## src/rtl/vend_client.sv

```systemverilog
// vend_client: drives a vending machine on behalf of a single purchase request.
// It validates the request, inserts the credit as a greedy sequence of coins,
// presses the drink button, then waits for the beverage and for any change.
// The result (status and change) is reported with a one-cycle done pulse.

module vend_client #(
  parameter int BEV_TIMEOUT = 16,
  parameter int CHG_WINDOW  = 6
) (
  input  logic        clk,
  input  logic        rst,
  input  logic        req_valid,
  output logic        req_ready,
  input  logic [1:0]  req_drink,
  input  logic [15:0] req_amount,
  output logic [15:0] coin_in,
  output logic [1:0]  button_in,
  input  logic [1:0]  beverage_out,
  input  logic [15:0] change_out,
  output logic        done,
  output logic [1:0]  status,
  output logic [15:0] change_total
);

  typedef enum logic [2:0] {
    IDLE,
    INSERT,
    PRESS,
    WAIT_BEV,
    WAIT_CHG,
    DONE
  } state_t;

  localparam logic [1:0] DRINK_WATER = 2'b01;
  localparam logic [1:0] DRINK_SODA  = 2'b11;

  localparam logic [1:0] STATUS_OK      = 2'b00;
  localparam logic [1:0] STATUS_TIMEOUT = 2'b01;
  localparam logic [1:0] STATUS_REJECT  = 2'b10;

  localparam logic [15:0] PRICE_WATER = 16'd30;
  localparam logic [15:0] PRICE_SODA  = 16'd50;
  localparam logic [15:0] MAX_AMOUNT  = 16'd1000;

  // The timer is only 5 bits wide, so the limits are brought to the same width.
  localparam logic [4:0] BEV_LIMIT = 5'(BEV_TIMEOUT);
  localparam logic [4:0] CHG_LIMIT = 5'(CHG_WINDOW);

  state_t      state_q, state_d;
  logic [1:0]  drink_q, drink_d;
  logic [15:0] remaining_q, remaining_d;
  logic [4:0]  timer_q, timer_d;
  logic [1:0]  status_q, status_d;
  logic [15:0] change_q, change_d;

  logic        drinkOk;
  logic [15:0] reqPrice;
  logic        reqOk;
  logic [15:0] insertCoin;
  logic [4:0]  timerInc;

  // Largest coin denomination that still fits in the remaining credit.
  function automatic logic [15:0] greedyCoin(input logic [15:0] rem);
    logic [15:0] coin;
    coin = 16'd0;
    if (rem >= 16'd200) begin
      coin = 16'd200;
    end else if (rem >= 16'd100) begin
      coin = 16'd100;
    end else if (rem >= 16'd50) begin
      coin = 16'd50;
    end else if (rem >= 16'd20) begin
      coin = 16'd20;
    end else if (rem >= 16'd10) begin
      coin = 16'd10;
    end
    return coin;
  endfunction

  // Request validation: known drink, nonzero whole multiple of 10, within the
  // credit ceiling and at least the drink price. These checks also guarantee
  // the greedy coin loop always ends exactly at zero.
  always_comb begin
    drinkOk  = (req_drink == DRINK_WATER) || (req_drink == DRINK_SODA);
    reqPrice = (req_drink == DRINK_SODA) ? PRICE_SODA : PRICE_WATER;
    reqOk    = drinkOk &&
               (req_amount != 16'd0) &&
               ((req_amount % 16'd10) == 16'd0) &&
               (req_amount <= MAX_AMOUNT) &&
               (req_amount >= reqPrice);
  end

  // Coin for the current INSERT cycle and the saturating timer increment.
  always_comb begin
    insertCoin = greedyCoin(remaining_q);
    timerInc   = (timer_q == 5'h1F) ? timer_q : (timer_q + 5'd1);
  end

  // Next-state and output decode for the transaction sequencer.
  always_comb begin
    state_d     = state_q;
    drink_d     = drink_q;
    remaining_d = remaining_q;
    timer_d     = timer_q;
    status_d    = status_q;
    change_d    = change_q;
    req_ready   = 1'b0;
    coin_in     = 16'd0;
    button_in   = 2'b00;
    done        = 1'b0;

    case (state_q)
      IDLE: begin
        req_ready = 1'b1;
        if (req_valid) begin
          drink_d  = req_drink;
          timer_d  = 5'd0;
          change_d = 16'd0;
          if (reqOk) begin
            remaining_d = req_amount;
            status_d    = STATUS_OK;
            state_d     = INSERT;
          end else begin
            remaining_d = 16'd0;
            status_d    = STATUS_REJECT;
            state_d     = DONE;
          end
        end
      end

      INSERT: begin
        coin_in     = insertCoin;
        remaining_d = remaining_q - insertCoin;
        if (remaining_q == insertCoin) begin
          state_d = PRESS;
        end
      end

      PRESS: begin
        button_in = drink_q;
        timer_d   = 5'd0;
        state_d   = WAIT_BEV;
      end

      WAIT_BEV: begin
        if (beverage_out == drink_q) begin
          timer_d = 5'd0;
          state_d = WAIT_CHG;
        end else if (timerInc >= BEV_LIMIT) begin
          status_d = STATUS_TIMEOUT;
          change_d = 16'd0;
          state_d  = DONE;
        end else begin
          timer_d = timerInc;
        end
      end

      WAIT_CHG: begin
        if (change_out != 16'd0) begin
          change_d = change_out;
          status_d = STATUS_OK;
          state_d  = DONE;
        end else if (timerInc >= CHG_LIMIT) begin
          change_d = 16'd0;
          status_d = STATUS_OK;
          state_d  = DONE;
        end else begin
          timer_d = timerInc;
        end
      end

      DONE: begin
        done    = 1'b1;
        state_d = IDLE;
      end

      default: begin
        state_d = IDLE;
      end
    endcase
  end

  // Registered state; reset aborts any transaction without a done pulse.
  always_ff @(posedge clk or posedge rst) begin
    if (rst) begin
      state_q     <= IDLE;
      drink_q     <= 2'b00;
      remaining_q <= 16'd0;
      timer_q     <= 5'd0;
      status_q    <= STATUS_OK;
      change_q    <= 16'd0;
    end else begin
      state_q     <= state_d;
      drink_q     <= drink_d;
      remaining_q <= remaining_d;
      timer_q     <= timer_d;
      status_q    <= status_d;
      change_q    <= change_d;
    end
  end

  assign status       = status_q;
  assign change_total = change_q;

endmodule

```

## config.mk

```make
export PLATFORM = sky130hd
export DESIGN_NAME = vend_client
export DESIGN_NICKNAME = d
export VERILOG_FILES = /design/src/rtl/vend_client.sv
export SDC_FILE = /design/constraint.sdc
export NUM_CORES = 1
export LEC_CHECK = 0
export CORE_UTILIZATION = 30
export DETAILED_ROUTE_END_ITERATION = 10
export GPL_TIMING_DRIVEN = 0
export HOLD_SLACK_MARGIN = 0.1
export PLACE_DENSITY = 0.6
export SLEW_MARGIN = 15
export SYNTH_ARGS = -nofsm -noshare
export SYNTH_HDL_FRONTEND = slang
export SYNTH_SLANG_ARGS = --single-unit
```

## constraint.sdc

```tcl
create_clock -name clk -period 6.9 [get_ports clk]
set_input_delay 1.035 -clock clk [delete_from_list [all_inputs] [get_ports clk]]
set_output_delay 1.035 -clock clk [all_outputs]
set_load 0.005 [all_outputs]
```

==> flow_summary.yaml, run 1 <==
# flow metrics
pwr:
  p_leak_uw: 0.00218
  irDropWorstVdd_uv: 98.0
  power_density_nw_per_um2: 296
yosys:
  yosys_area_sq_um: 4440
  yosysWarnings: 0
  ff_type: "dfrtp_1"
  ys_seq_elements: 44
  ys_sh_xor_pct: 3.72
  edf_count: 0
  ys_cells: 548
  ys_sh_mux_pct: 2.85
  simple_gate_share_pct: 26.1
  ys_types: 91
  async_reset_ff_share_pct: 100
  ys_top_logic_family: "AND-OR/OR-AND gates"
  ys_sh_aoi_pct: 32.3
  synth_area_sq_um: 4440
  ys_seq_share_pct: 24.8
  syn_area_per_cell_sq_um: 8.11
  syn_inst: 548
timing:
  setup_viol: 0
  slew_viol_final: 0
  worst_clock_skew_ns: 0.00324
  slew_headroom_pct: 47.1
  min_period_ns: 5.93
  tightest_slew_ns: 0.787
  hold_viol_final: 0
  setup_tns_ns: 0
  fmax_mhz: 169
  holdWs_ns: 0.481
clock_network:
  insertion_delay_ns: 0.28
  clock-root-buffer: "clkbuf_16"
  cts.reportedPaths.clkPinSlew_ns: 0.06
  cts.sinks: 44
  cts_buffers: 5
  postCtsHoldBufs: 0
  postCtsSetupBuffers: 0
  cts_resized: 0
  cts_tree: "yes"
  clockBufferDepth: 2
global_routing:
  antenna_found_initial: 0
  grt-ovfl-total: 0
  grt_max_degree: 24
  grt_pass1_wl_mm: 21.5
  grt_pass1_vias: 4330
  grt_usage_pct: 17.3
cells_and_area:
  final_layout_top_logic_cells: "clkdlybuf4s50_1, nor2_1, nand2_1"
  diodes: 0
  utilization_pct: 38.1
  layout.cells.most_common: "clkdlybuf4s50_1"
  nNetsFinal: 679
  fill_cells: 1495
  drive_gt1_share_pct: 9.38
placed_design:
  dp.final_hpwl_mm: 10.0
  gp_congestion: 0.908
  port-buffer-count: 64
critical_path:
  cpPeakStageDelay_ns: 0.59
  critPathSlowestCell: "clkdlybuf4s50_1"
  arrival_ns: 6.10
  cp_cell_sequence: "clkdlybuf4s50_1 -> nor2b_2 -> xor2_1 -> a211oi_2 -> nor4_1 -> a211oi_2 -> nand4_4 -> nor2_1 -> nor4_1 -> or4_1 -> buf_2 -> mux2i_1 -> a211oi_1 -> nor4_2 -> o221ai_2 -> a22o_1"
  cp-start-kind: "input pin"
  critical_path.top_delay_family: "simple AND/OR/NAND/NOR gates"
  worstPathRequired_ns: 7.07
  crit_buf_inv: 2
  end_kind: "register"
  cp_max_fo: 10
floorplan:
  placement_rows: 44
  die_w_um: 124
  dieArea_sq_um: 15300
  core_area_sq_um: 14500
  io_pins: 77
  die_height_um: 124
  fp_util_pct: 30.7
hold_path:
  hold_class: "register to register"
job:
  tool_warnings: 26
  max-cap-violations: 0
route:
  ant_nets: 0
  dr.pass1.iters: 5
  dr.first_iter.drc_count: 236
  vias_per_cell: 5.75
  wl_per_cell_um: 16.1
  drt_drc_violations_left: 0
  wl_mm: 13.1
  vias: 4671
status:
  outcome: "completed"
run 1: worst paths after layout:
kind	end	cells after the start	slack [ns]	start
hold reg to reg	status[0]$_DFFE_PP0P_	1	0.48	status[0]$_DFFE_PP0P_
min in group asynchronous	change_total[5]$_DFFE_PP0P_	2	1.11	rst
hold / removal	status[0]$_DFFE_PP0P_	1	0.48	status[0]$_DFFE_PP0P_
setup / recovery	status[1]$_DFFE_PP0P_	16	0.97	req_amount[14]
max in group asynchronous	drink_q[1]$_DFFE_PP0P_	3	5.31	rst
setup reg to reg	remaining_q[14]$_DFFE_PP0P_	20	2.12	remaining_q[12]$_DFFE_PP0P_
run 1: where the power goes:
part	switching, uW	internal [uW]	total (uW)
Clock	95.7	143	238
Combinational	498	440	938
Sequential	96.9	361	458
Total	691	943	1630
run 1: logic make-up after synthesis:
logic type | count (synthesis)
multiplexers | 12
flip-flops | 44
XOR/XNOR | 18
adder cells (fa/ha/maj) | 13
buffers and inverters | 57
other | 1
AND-OR/OR-AND | 182
AND/OR/NAND/NOR | 221
run 1: synth_stat cells (4+ instances only):
master     n  share of area [%]
a211o_1    4               0.79
mux2i_1   10                2.3
o211ai_1   6                1.0
clkbuf_1  19                1.6
nand2b_1   6               0.85
xnor2_1   10                2.0
nor3_1    18                2.0
nor2_1    55                4.6
buf_4     10                1.7
a211oi_1   8                1.4
o21ai_1    4               0.45
inv_1     14                1.2
and2_1     7               0.99
o221ai_1   7                1.4
buf_2      8               0.90
nand3_1   16                1.8
nand2_1   54                4.6
xor2_1     7                1.4
a21oi_1   32                3.6
o21ai_0   23                2.6
a22o_1    19                3.7
ha_1      11                3.1
a31oi_1    4               0.56
a21o_1     6                1.0
nand4_1   12                1.7
a22oi_1    4               0.68
o31ai_1    7                1.2
a211oi_2   5                1.4
or3_1      8                1.1
nor2b_1    8                1.1
dfrtp_1   44                 25
o21a_1     6                1.0
nor4_1    10                1.4
o22ai_1    6               0.85
run 1: metrics by stage:
step | power [uW] | cells | instance area, sq um | worst slack (ns)
6_report | 1630 | 813 | 5520 | 0.972
5_1_grt | 1780 | 813 | 5520 | 0.620
4_1_cts | 1640 | 813 | 5520 | 1.01
3_5_place_dp | 1390 | 805 | 5370 | 0.719
3_3_place_gp | 1370 | 804 | 5340 | 0.804
2_1_floorplan | 1070 | 556 | 4470 | 1.97
run 1: cell type report:
type	instances	area [sq um]	area share (%)
multi-input combinational	455	3090	55.9
sequential	44	1100	20.0
timing repair buffer	65	668	12.1
tap	184	230	4.17
buffer	41	224	4.06
clock buffer	6	139	2.52
inverter	16	60.1	1.09
clock inverter	2	10.0	0.181
run 1: state kept, by name (all words and copies together), names as in the netlist:
signal,cells
timer_q,5
status,2
change_total,16
drink_q,2
remaining_q,16
state_q,3
run 1: routing by layer:
layer,wire length [um],track usage (%),vias up
li1,-,-,2233
met1,6010,23.6,2257
met2,6120,29.0,164
met3,798,2.15,17
met4,153,4.14,0
met5,0,0,-
run_1/layers.png
Two of the layers only.
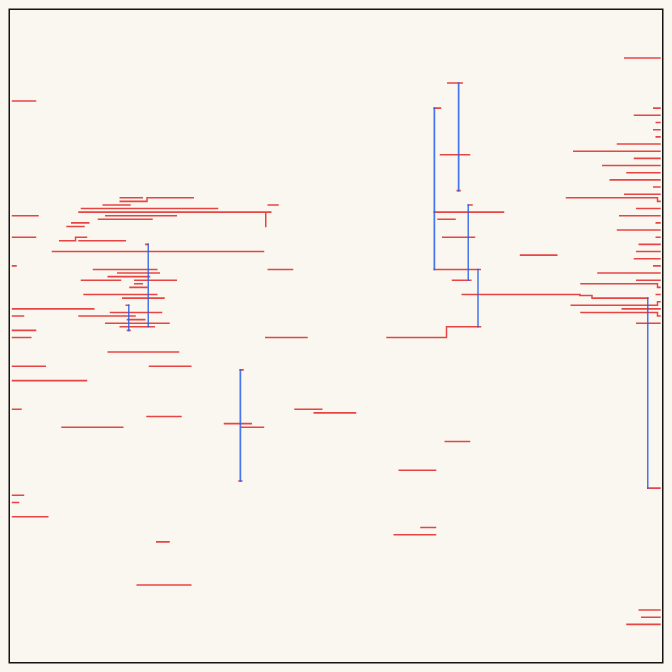
M3 -> red  # wire length 798 um
M4 -> blue  # wire length 154 um

run_1/pinout.png
Pins as bars across the die edge, other pins in gray.
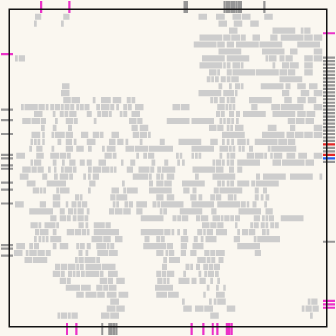
coin_in -> magenta  # pins 16, direction output, edge 9 bottom, 4 right, 2 top, 1 left
req_valid -> blue  # pins 1, direction input, edge right
button_in -> red  # pins 2, direction output, edge right

run_1/m3.png
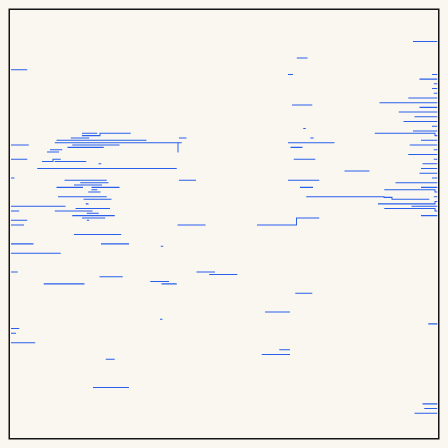
main direction = horizontal
longest straight run = 40.0 um
nets with wire on the layer = 94
share of all routed wire = 6.1%

==> run 1 -> run 2 <==
--- a/config.mk
+++ b/config.mk
@@ -9,7 +9,7 @@
 export DETAILED_ROUTE_END_ITERATION = 10
 export GPL_TIMING_DRIVEN = 0
 export HOLD_SLACK_MARGIN = 0.1
-export PLACE_DENSITY = 0.6
+export PLACE_DENSITY = 0.62
 export SLEW_MARGIN = 15
 export SYNTH_ARGS = -nofsm -noshare
 export SYNTH_HDL_FRONTEND = slang
==> constraint.sdc (replaced) <==
create_clock -name clk -period 5.4 [get_ports clk]
set_input_delay 0.81 -clock clk [delete_from_list [all_inputs] [get_ports clk]]
set_output_delay 0.81 -clock clk [all_outputs]
set_load 0.005 [all_outputs]
run_2/pinout.png
Pins as bars across the die edge, other pins in gray.
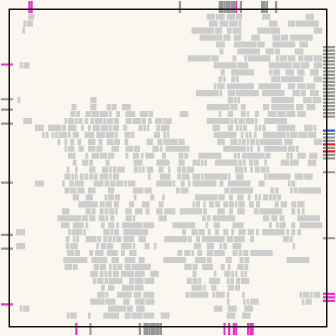
coin_in -> magenta  # pins 16, direction output, edge 8 bottom, 3 top, 3 right, 2 left
req_valid -> blue  # pins 1, direction input, edge right
button_in -> red  # pins 2, direction output, edge right
all pins by edge = 35 right, 18 bottom, 16 top, 8 left

==> run 2 against run 1 <==
  * Flip-flop count stayed put
  * Core utilization is 1.9 points higher
  * Combinational power is 32% higher
  * Critical path depth is 2 higher
  * Critical endpoint unchanged
  * Highest routed layer unchanged
  * Clock skew is 0.00087 ns higher
  * Largest cell class unchanged
==> flow_summary.yaml, run 2 <==
# flow metrics
cells_and_area:
  nNetsFinal: 699
  layout.cells.most_common: "clkdlybuf4s50_1"
  fill_cells: 1466
  final_layout_top_logic_cells: "clkdlybuf4s50_1, nand2_1, nor2_1"
  fin_cells: 833
  drive_gt1_share_pct: 13.4
  utilization_pct: 40.0
placed_design:
  dp.final_hpwl_mm: 9.78
  placed_cells: 805
  port-buffer-count: 64
yosys:
  ys_types: 91
  edf_count: 0
  yosysWarnings: 0
  topCellsByArea: "dfrtp_1, nor2_1, nand2_1, a22o_1, a21oi_1"
  async_reset_ff_share_pct: 100
  ys_seq_elements: 44
  yosys_area_sq_um: 4440
  syn_inst: 548
  synth_area_sq_um: 4440
job:
  max-cap-violations: 0
  tool_warnings: 26
global_routing:
  grt_max_degree: 30
  grt_pass1_vias: 4229
  grt-ovfl-total: 0
  grt_pass1_wl_mm: 20.5
critical_path:
  worstPathRequired_ns: 5.57
  cp_max_fo: 8
  cp-start-kind: "input pin"
  crit_path_end: "status[1]$_DFFE_PP0P_"
  startpoint: "req_amount[14]"
  crit_buf_inv: 4
  r2r_slack_ns: 0.57
timing:
  fmax_mhz: 190
  min_period_ns: 5.26
  tightest_slew_ns: 0.749
  slew_viol_final: 0
  setup_viol: 0
  hold_viol_final: 0
  slew_headroom_pct: 49.7
floorplan:
  io_pins: 77
  placement_rows: 44
  die_w_um: 124
  die_height_um: 124
clock_network:
  cts_buffers: 5
  postCtsHoldBufs: 0
  cts_tree: "yes"
  cts.sinks: 44
  cts.reportedPaths.clkPinSlew_ns: 0.06
pwr:
  p_leak_uw: 0.00233
  power_density_nw_per_um2: 374
  irDropWorstVdd_uv: 228
route:
  vias_per_cell: 5.67
  dr.first_iter.drc_count: 330
  ant_nets: 0
  dr.pass1.iters: 5
  wl_per_cell_um: 15.9
status:
  outcome: "completed"
## run 2: cell counts after synthesis
Identical to the previous run, type by type.
## run 2: through the flow
step | setup slack, ns | power, uW | setup TNS (ns) | area, sq um
after floorplan | 0.692 | 1370 | 0 | 4470
after global placement | -0.418 | 1740 | -3.62 | 5340
after detailed placement | -0.442 | 1780 | -3.97 | 5360
after CTS | 0.00907 | 2130 | 0 | 5540
after global routing | -0.0309 | 2340 | -0.0660 | 5790
final | 0.138 | 2170 | 0 | 5790
## run 2: final cells by class
cell class / count / share of cell area [%]
Timing Repair Buffer: 85 / 14.1
Sequential cell: 44 / 19.0
Inverter: 16 / 1.04
Clock inverter: 3 / 0.734
Clock buffer: 5 / 2.16
Multi-Input combinational cell: 455 / 54.9
Buffer: 41 / 4.04
Tap cell: 184 / 3.97
## run 2: logic make-up after synthesis
| group | count (synthesis) | share of synthesized area, % |
|---|---|---|
| buf+inv | 57 | 6.39 |
| compound gates | 182 | 32.3 |
| other cells | 1 | 0.0844 |
| xor+xnor | 18 | 3.72 |
| mux | 12 | 2.85 |
| simple gates | 221 | 26.1 |
| fa+ha+maj | 13 | 3.77 |
| flops | 44 | 24.8 |
## run 2: power by group
part / switching [uW] / internal [uW]
Sequential: 124 / 461
Combinational: 650 / 592
Clock: 126 / 217
## run 2: routing by layer
| metal | vias up | GRT usage, % | wire length, um |
|---|---|---|---|
| li1 | 2274 | - | - |
| met1 | 2257 | 21.8 | 5910 |
| met2 | 175 | 28.7 | 6420 |
| met3 | 14 | 2.11 | 833 |
| met4 | 0 | 3.61 | 114 |
| met5 | - | 0 | 0 |
## run 2: how the worst min path moves through the flow
stage          slack (ns)  cells past startpoint                          end
2_1_floorplan        0.44                      1   remaining_q[0]$_DFFE_PP0P_
3_3_place_gp         0.46                      1        status[0]$_DFFE_PP0P_
3_5_place_dp         0.47                      1   remaining_q[0]$_DFFE_PP0P_
4_1_cts              0.49                      1   remaining_q[0]$_DFFE_PP0P_
5_1_grt              0.51                      1  remaining_q[14]$_DFFE_PP0P_
6_report             0.49                      1   remaining_q[0]$_DFFE_PP0P_
## run 2: repair_timing
item | 4_1_cts | 5_1_grt
gates resized | 2 | 23
endpoints found under the setup margin | 10 | 11
setup buffers | 0 | 20
pin swaps | 2 | 13
==> run 2 -> run 3 <==
--- a/config.mk
+++ b/config.mk
@@ -5,11 +5,14 @@
 export SDC_FILE = /design/constraint.sdc
 export NUM_CORES = 1
 export LEC_CHECK = 0
-export CORE_UTILIZATION = 30
+export ABC_CLOCK_PERIOD_IN_PS = 4500
+export CELL_PAD_IN_SITES_DETAIL_PLACEMENT = 0
+export CELL_PAD_IN_SITES_GLOBAL_PLACEMENT = 2
+export CORE_UTILIZATION = 29
 export DETAILED_ROUTE_END_ITERATION = 10
 export GPL_TIMING_DRIVEN = 0
 export HOLD_SLACK_MARGIN = 0.1
-export PLACE_DENSITY = 0.62
+export PLACE_DENSITY = 0.88
 export SLEW_MARGIN = 15
 export SYNTH_ARGS = -nofsm -noshare
 export SYNTH_HDL_FRONTEND = slang
==> constraint.sdc (replaced) <==
create_clock -name clk -period 4.5 [get_ports clk]
set_input_delay 0.675 -clock clk [delete_from_list [all_inputs] [get_ports clk]]
set_output_delay 0.675 -clock clk [all_outputs]
set_load 0.005 [all_outputs]
==> run 3 against run 2 <==
  * The flow now finishes with violations (negative setup slack)
  * Sequential share of layout area down 1.0 points
  * Critical path type unchanged
  * Register-to-register slack worse by 0.38 ns
  * Largest cell class unchanged
  * Highest routed layer unchanged
  * Global-route usage up 0.67 points
  * Non-clock buffer count up 11
==> flow_summary.yaml, run 3 <==
# flow metrics
status:
  outcome: "finished with violations"
  failed_checks: "negative setup slack"
global_routing:
  grt_pass1_vias: 4487
  grt_pass1_wl_mm: 22.5
  grt-ovfl-total: 0
  grt_max_degree: 26
  antenna_found_initial: 0
yosys:
  yosysWarnings: 0
  yosysTopAreaCellShare_pct: 24.8
  syn_inst: 548
  common_cells: "nor2_1, nand2_1, dfrtp_1"
  synth_area_leader_cell: "dfrtp_1"
  synth_area_sq_um: 4440
  yosys_area_sq_um: 4440
  async_reset_ff_share_pct: 100
  ys_types: 91
  ys_seq_elements: 44
  edf_count: 0
  topCellsByArea: "dfrtp_1, nor2_1, nand2_1, a22o_1, a21oi_1"
placed_design:
  placed_cells: 805
  port-buffer-count: 64
  dp.final_hpwl_mm: 10.1
route:
  dr.pass1.iters: 5
  ant_nets: 0
  vias: 4696
  dr.first_iter.drc_count: 246
  vias_per_cell: 5.56
critical_path:
  startpoint: "req_amount[15]"
  cp_max_fo: 8
  cp-start-kind: "input pin"
  worstRegToRegCells: 20
  r2r_slack_ns: 0.19
  timing.rr.end: "remaining_q[14]$_DFFE_PP0P_"
  worstPathRequired_ns: 4.72
  crit_buf_inv: 5
  path_class: "input pin to register"
  cp_cell_sequence: "buf_8 -> buf_12 -> and4bb_2 -> buf_6 -> o32ai_4 -> buf_6 -> nor3_4 -> a211oi_2 -> nand4_4 -> a22o_1 -> a211o_1 -> or4_4 -> or3_4 -> a221oi_4 -> buf_4 -> nor4_4 -> o221ai_4 -> a22o_1"
hold_path:
  hold_end: "status[0]$_DFFE_PP0P_"
  min_path_cells: 1
  hp-start: "status[0]$_DFFE_PP0P_"
pwr:
  irDropWorstVdd_uv: 240
  p_leak_uw: 0.00243
  power_density_nw_per_um2: 440
clock_network:
  cts.reportedPaths.clkPinSlew_ns: 0.06
  clockBufferDepth: 2
  cts_tree: "yes"
  cts.sinks: 44
  cts_buffers: 5
  insertion_delay_ns: 0.28
job:
  tool_warnings: 29
  max-cap-violations: 0
cells_and_area:
  fill_cells: 1517
  fin_cells: 844
  nNetsFinal: 710
  layout.cells.most_common: "clkdlybuf4s50_1"
  area_delta_synth_final_pct: 37.7
  drive_gt1_share_pct: 18.9
  final_layout_top_logic_cells: "clkdlybuf4s50_1, nand2_1, nor2_1"
  regArea_sq_um: 1100
timing:
  slew_headroom_pct: 53.7
  setup_viol: 11
  slew_viol_final: 0
  min_period_ns: 4.65
  hold_viol_final: 0
  fmax_mhz: 215
  layout_setup_ws_ns: -0.151
  worst_clock_skew_ns: 0.00298
  tightest_slew_ns: 0.690
floorplan:
  die_height_um: 126
  placement_rows: 44
  io_pins: 77
  dieArea_sq_um: 15800
  die_w_um: 126
-- run 3: worst max path at each step --
stage               cells past startpoint               endpoint  slack [ns]
floorplan                              17  status[1]$_DFFE_PP0P_       -0.03
global placement                       16  status[1]$_DFFE_PP0P_       -1.25
detailed placement                     16  status[1]$_DFFE_PP0P_       -1.25
CTS                                    18  status[1]$_DFFE_PP0P_       -0.10
global route                           17  status[1]$_DFFE_PP0P_       -0.27
finish                                 18  status[1]$_DFFE_PP0P_       -0.15
-- run 3: layer usage --
layer / global-route usage, % / up-vias / wire length (um)
met5: 0 / - / 0
met4: 4.68 / 0 / 153
met3: 1.83 / 13 / 582
met2: 29.0 / 135 / 6680
met1: 23.4 / 2252 / 6420
li1: - / 2296 / -
-- run 3: area by class of cell --
type,instances,share of cell area [%]
plain buffers,40,4.30
clock buffers,5,2.05
clock inverters,3,0.696
inverters,16,0.982
multi-input cells,455,55.1
flip-flops and latches,44,18.0
well taps,184,3.77
repair buffers,97,15.1
-- run 3: per-stage QoR --
stage	TNS [ns]	cell area [sq um]	power, uW	setup WS, ns
after floorplan	-0.0542	4510	1660	-0.0336
after global placement	-13.08	5380	2110	-1.25
after detailed placement	-13.09	5410	2140	-1.25
after CTS	-0.908	5980	2660	-0.103
after global routing	-2.80	6110	2910	-0.272
final	-1.35	6110	2690	-0.151
-- run 3: cells by family (layout without fill, tap and decap cells) --
family,Yosys count,after routing,share of synthesized area (%)
buffers and inverters,57,161,6.39
multiplexers,12,12,2.85
XOR/XNOR,18,18,3.72
AND-OR/OR-AND,182,182,32.3
flip-flops,44,44,24.8
other,1,9,0.0844
adder cells (fa/ha/maj),13,13,3.77
AND/OR/NAND/NOR,221,221,26.1
-- run 3: power breakdown --
part	switching (uW)	internal (uW)
logic	805	758
registers	162	553
clock network	152	261
-- run 3: what timing repair did --
action,in CTS,in global routing
pin swaps,29,18
gates resized,63,26
setup endpoints to repair,13,13
setup buffers,27,5
hold buffers,0,0
run_3/congestion_map.png
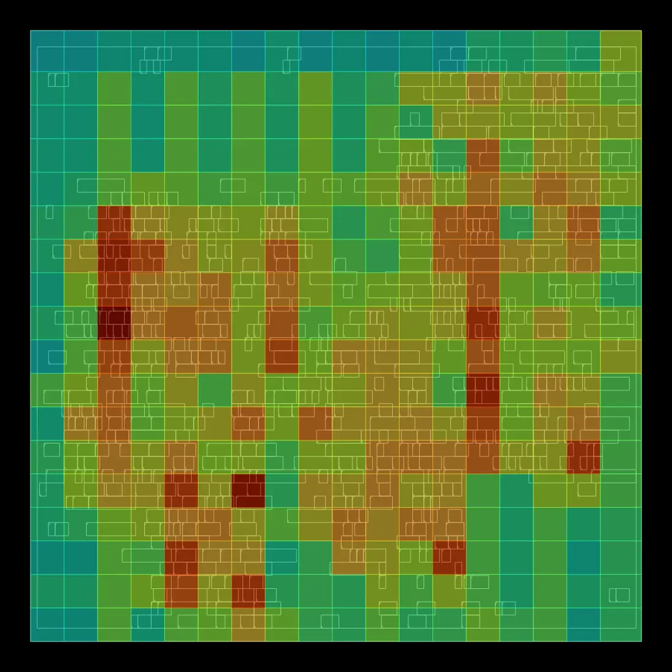
WL/cell: 16.4 um
fin util: 41.4%
M3 GR Usage: 1.83%
gr busiest metal: met2
GR Util All Layers: 17.2%

No activity file was given, so power comes from the tool's default toggle rates.
